## config.mk

```make
export PLATFORM = sky130hd
export DESIGN_NAME = wfg_wb_master
export DESIGN_NICKNAME = d
export VERILOG_FILES = /design/src/rtl/wfg_wb_pkg.sv /design/src/rtl/wfg_wb_master.sv
export SDC_FILE = /design/constraint.sdc
export NUM_CORES = 1
export LEC_CHECK = 0
export CORE_MARGIN = 5
export CORE_UTILIZATION = 41
export DETAILED_ROUTE_END_ITERATION = 10
export GPL_ROUTABILITY_DRIVEN = 0
export PLACE_DENSITY = 0.89
export SYNTH_ARGS = -nofsm -noshare
export SYNTH_HDL_FRONTEND = slang
export SYNTH_SLANG_ARGS = --single-unit
```

## constraint.sdc

```tcl
create_clock -name wb_clk_i -period 4.1 [get_ports wb_clk_i]
set_input_delay 0.41 -clock wb_clk_i [delete_from_list [all_inputs] [get_ports wb_clk_i]]
set_output_delay 0.41 -clock wb_clk_i [all_outputs]
set_load 0.02 [all_outputs]
```

## src/rtl/wfg_wb_pkg.sv

```systemverilog
// Shared types for the waveform-generator bus initiators.
package wfg_wb_pkg;

   typedef enum logic [1:0] {
      StIdle = 2'd0,
      StBus  = 2'd1,
      StResp = 2'd2
   } wb_state_e;

endpackage

```

## src/rtl/wfg_wb_master.sv

```systemverilog
// Wishbone B4 classic single-transfer initiator: one command in, one bus cycle, one response out.
module wfg_wb_master
   import wfg_wb_pkg::*;
#(
   parameter int unsigned BUSW    = 32,
   parameter int unsigned TIMEOUT = 255
) (
   input  logic              wb_clk_i,
   input  logic              wb_rst_i,

   input  logic              cmd_valid_i,
   output logic              cmd_ready_o,
   input  logic              cmd_we_i,
   input  logic [BUSW-1:0]   cmd_adr_i,
   input  logic [BUSW/8-1:0] cmd_sel_i,
   input  logic [BUSW-1:0]   cmd_dat_i,

   output logic              wbm_cyc_o,
   output logic              wbm_stb_o,
   output logic              wbm_we_o,
   output logic [BUSW/8-1:0] wbm_sel_o,
   output logic [BUSW-1:0]   wbm_adr_o,
   output logic [BUSW-1:0]   wbm_dat_o,
   input  logic              wbm_ack_i,
   input  logic [BUSW-1:0]   wbm_dat_i,

   output logic              rsp_valid_o,
   input  logic              rsp_ready_i,
   output logic [BUSW-1:0]   rsp_dat_o,
   output logic              rsp_err_o,
   output logic              busy_o
);

   localparam int unsigned SelW = BUSW / 8;
   localparam int unsigned CntW = $clog2(TIMEOUT + 1);
   localparam logic [CntW-1:0] CntLast = CntW'(TIMEOUT - 1);

   wb_state_e         state_q, state_d;
   logic [CntW-1:0]   cnt_q, cnt_d;
   logic              cyc_q, cyc_d;
   logic              we_q, we_d;
   logic [SelW-1:0]   sel_q, sel_d;
   logic [BUSW-1:0]   adr_q, adr_d;
   logic [BUSW-1:0]   dat_q, dat_d;
   logic [BUSW-1:0]   rsp_dat_q, rsp_dat_d;
   logic              rsp_err_q, rsp_err_d;

   always_comb begin
      state_d   = state_q;
      cnt_d     = cnt_q;
      cyc_d     = cyc_q;
      we_d      = we_q;
      sel_d     = sel_q;
      adr_d     = adr_q;
      dat_d     = dat_q;
      rsp_dat_d = rsp_dat_q;
      rsp_err_d = rsp_err_q;

      unique case (state_q)
         StIdle: begin
            if (cmd_valid_i) begin
               we_d    = cmd_we_i;
               sel_d   = cmd_sel_i;
               adr_d   = cmd_adr_i;
               dat_d   = cmd_dat_i;
               cnt_d   = '0;
               cyc_d   = 1'b1;
               state_d = StBus;
            end
         end
         StBus: begin
            // ACK takes priority over a timeout firing in the same cycle.
            if (wbm_ack_i) begin
               cyc_d     = 1'b0;
               rsp_dat_d = we_q ? '0 : wbm_dat_i;
               rsp_err_d = 1'b0;
               state_d   = StResp;
            end else if (cnt_q == CntLast) begin
               cyc_d     = 1'b0;
               rsp_dat_d = '0;
               rsp_err_d = 1'b1;
               state_d   = StResp;
            end else begin
               cnt_d = cnt_q + CntW'(1);
            end
         end
         StResp: begin
            if (rsp_ready_i) begin
               state_d = StIdle;
            end
         end
         default: begin
            state_d = StIdle;
            cyc_d   = 1'b0;
         end
      endcase
   end

   always_ff @(posedge wb_clk_i or posedge wb_rst_i) begin
      if (wb_rst_i) begin
         state_q   <= StIdle;
         cnt_q     <= '0;
         cyc_q     <= 1'b0;
         we_q      <= 1'b0;
         sel_q     <= '0;
         adr_q     <= '0;
         dat_q     <= '0;
         rsp_dat_q <= '0;
         rsp_err_q <= 1'b0;
      end else begin
         state_q   <= state_d;
         cnt_q     <= cnt_d;
         cyc_q     <= cyc_d;
         we_q      <= we_d;
         sel_q     <= sel_d;
         adr_q     <= adr_d;
         dat_q     <= dat_d;
         rsp_dat_q <= rsp_dat_d;
         rsp_err_q <= rsp_err_d;
      end
   end

   assign cmd_ready_o = (state_q == StIdle);
   assign busy_o      = (state_q != StIdle);
   assign rsp_valid_o = (state_q == StResp);
   assign rsp_dat_o   = rsp_dat_q;
   assign rsp_err_o   = rsp_err_q;
   assign wbm_cyc_o   = cyc_q;
   assign wbm_stb_o   = cyc_q;
   assign wbm_we_o    = we_q;
   assign wbm_sel_o   = sel_q;
   assign wbm_adr_o   = adr_q;
   assign wbm_dat_o   = dat_q;

endmodule

```

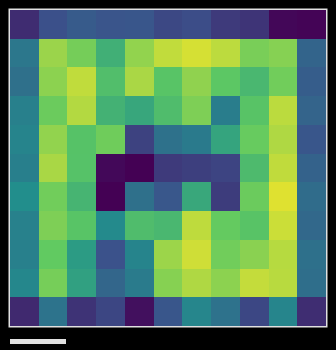
run_1/density.png
The bar under the picture is 20 µm long. 11 x 11 tiles, from dark purple (low) to yellow (high), 0 to 100% covered.
The emptiest ninth of the die: middle. 3.3% of the tiles are nearly empty. The fullest tile reaches 95%.
fp_density: 42.2%
Util after Layout: 69.0%
core area: 0.0104 mm²

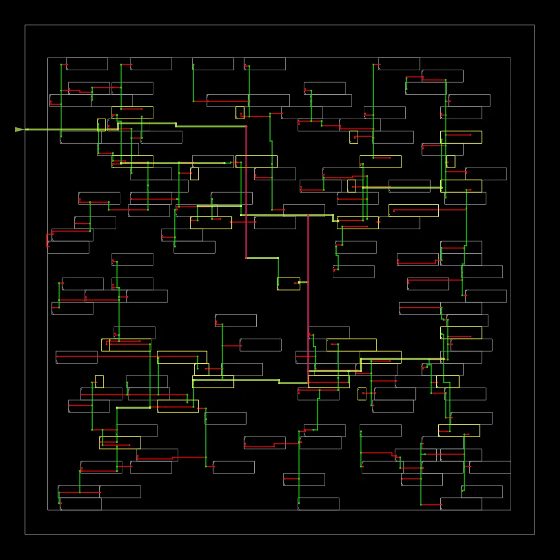
run_1/final_clocks.png
clkbuf count: 18
CTS sink cnt: 113
clk_skew: 0.00558 ns
cts bufs inserted: 17
Flops: 113

==> out/results.tsv, run 1 <==
stage	metric	value	unit
sta	maxSlewHeadroom	7.69	%
synthesis	yosysWarningCount	0	
final_layout	fin_cells	798	
floorplan	die_height	113	µm
power_and_ir_drop	p_per_area	855	mW/mm²
drt	top_layer	met4	
sta	max_freq	413	MHz
placement	dpl-instance-area	0.00659	mm²
power_and_ir_drop	p_int	3830	µW
power_and_ir_drop	pwr-share-comb	44.7	%
synthesis	yosys_cells	439	
status	outcome	finished clean	
final_layout	sh_seq_area	39.5	%
global_route	grt-ovfl-total	0	
placement	post-dp-hpwl	9490	µm
floorplan	nWellTaps	136	
synthesis	avgSynthCellArea	9.98	µm²
sta	hold_viol_final	0	
synthesis	ys.flop_type	dfrtp_1	
final_layout	fillers	767	
cts	post_cts_buffers	0	
synthesis	logic_family	simple AND/OR/NAND/NOR gates	
power_and_ir_drop	p_total	6120	µW
placement	io_buffers	212	
synthesis	synthMostInstantiatedCell	nand2_1	
power_and_ir_drop	clkPwrFrac	23.2	%
synthesis	syn_inst	439	
sta	tightest_slew	1.38	ns
global_route	grtUsageTotal	21.2	%
final_layout	largestClassByArea	registers	
final_layout	nets	757	
cts	clk_path_buf_depth	2	
worst_setup_path	path_delay_family	AND-OR/OR-AND gates	
final_layout	layout.nonclk_buf_share	30.1	%
sta	post-route-min-period	2.42	ns
worst_setup_path	r2r_cells	6	
placement	place_ws	1.74	ns
cts	insertion_delay	0.51	ns
worst_setup_path	crit_buf_inv	1	
global_route	antenna_found_initial	1	
final_layout	diodes	1	
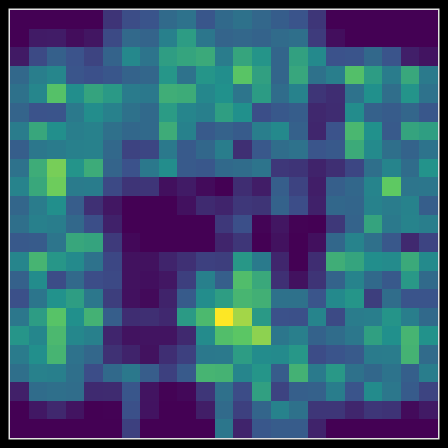
run_1/wire_density.png
23 x 23 tiles, from dark purple (low) to yellow (high), scaled to the fullest tile. Values are wire area over tile area, all layers added.
The mean over all tiles is 0.17. The densest ninth of the die: top middle. The emptiest ninth of the die: middle. The fullest tile reaches 0.55. 16% of the tiles are over half the peak.
wire length per cell: 16.6 µm
Routed WL: 13300 µm

==> inputs of run 2 (changes only) <==
==> constraint.sdc (replaced) <==
create_clock -name wb_clk_i -period 2.35 [get_ports wb_clk_i]
set_input_delay 0.235 -clock wb_clk_i [delete_from_list [all_inputs] [get_ports wb_clk_i]]
set_output_delay 0.235 -clock wb_clk_i [all_outputs]
set_load 0.02 [all_outputs]
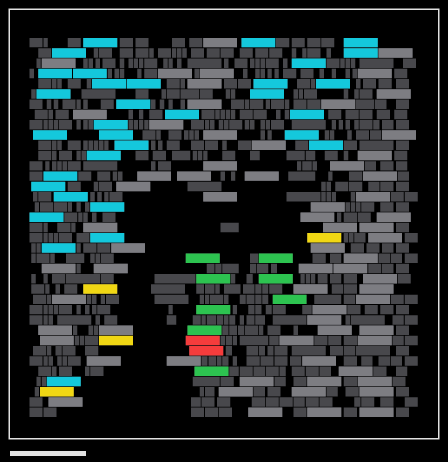
run_2/registers.png
The bar under the picture is 20 µm long. Other sequential cells in the stronger grey, the rest of the logic in the fainter grey.
Key: cnt_q = green [flops 8]; wbm_dat_o = cyan [flops 32]; state_q = red [flops 2]; wbm_sel_o = yellow [flops 4]
Another 67 sequential cells are not coloured.
Sequential Area: 0.00283 mm²
flop share of the area: 39.3%
Util after Layout: 69.4%
P_seq: 3430 µW

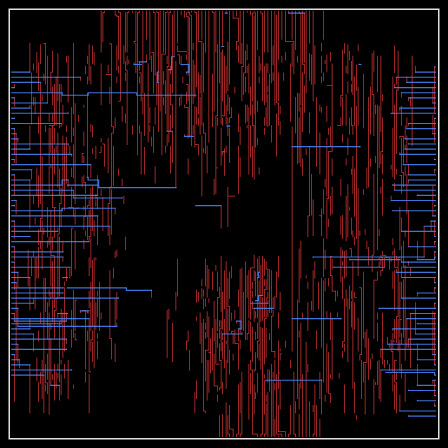
run_2/metal_stack.png
Two of the layers only.
Key: met2 = red [wire length 6980 µm]; met3 = blue [wire length 1290 µm]
wire length per cell: 16.9 µm
vias: 3988

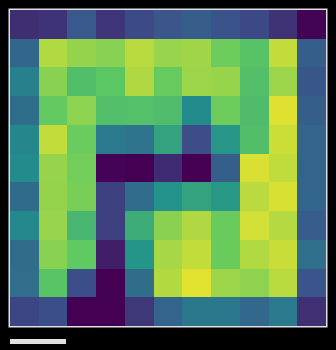
run_2/density.png
The bar under the picture is 20 µm long. 11 x 11 tiles, from dark purple (low) to yellow (high), 0 to 100% covered.
5.8% of the tiles are nearly empty. The mean over all tiles is 55%. 39% of the tiles are over 75% full. The fullest tile reaches 96%.

==> out/results.tsv, run 2 <==
stage	metric	value	unit
sta	hold_viol_final	0	
floorplan	die_height	113	µm
power_and_ir_drop	clkPwrFrac	22.2	%
placement	place_ws	0.562	ns
placement	post-dp-hpwl	9680	µm
final_layout	final-clk-cell-share	7.67	%
final_layout	nClkBuffers	27	
synthesis	syn_inst	439	
final_layout	largestClassByArea	registers	
final_layout	flops	113	
power_and_ir_drop	p_total	10600	µW
worst_setup_path	path_delay_family	buffers and inverters	
floorplan	core_region_area	0.0104	mm²
final_layout	layout.nonclk_buf_share	30.7	%
sta	tightest_slew	0.570	ns
cts	clock_sinks	113	
global_route	antenna_found_initial	0	
worst_setup_path	r2r_cells	4	
sta	post-route-min-period	2.11	ns
floorplan	fp_util	42.2	%
power_and_ir_drop	p_int	6650	µW
cts	insertion_delay	0.51	ns
floorplan	nWellTaps	136	
cts	post_cts_buffers	0	
final_layout	fin_cells	801	
final_layout	diodes	0	
worst_setup_path	crit_buf_inv	1	
final_layout	nets	760	
status	outcome	finished clean	
synthesis	logic_family	simple AND/OR/NAND/NOR gates	
worst_setup_path	cp_cell_sequence	nor2_1 -> clkdlybuf4s50_1	
sta	maxSlewHeadroom	62.0	%
sta	worst_clock_skew	0.00701	ns
cts	clk_path_buf_depth	2	
cts	cts_made_buffers	17	
synthesis	synthMostInstantiatedCell	nand2_1	
power_and_ir_drop	pwr-share-comb	45.6	%
power_and_ir_drop	p_per_area	1480	mW/mm²
drt	top_layer	met4	
global_route	grtUsageTotal	21.5	%
Power figures rest on the tool's default switching activity, not on a simulated workload.
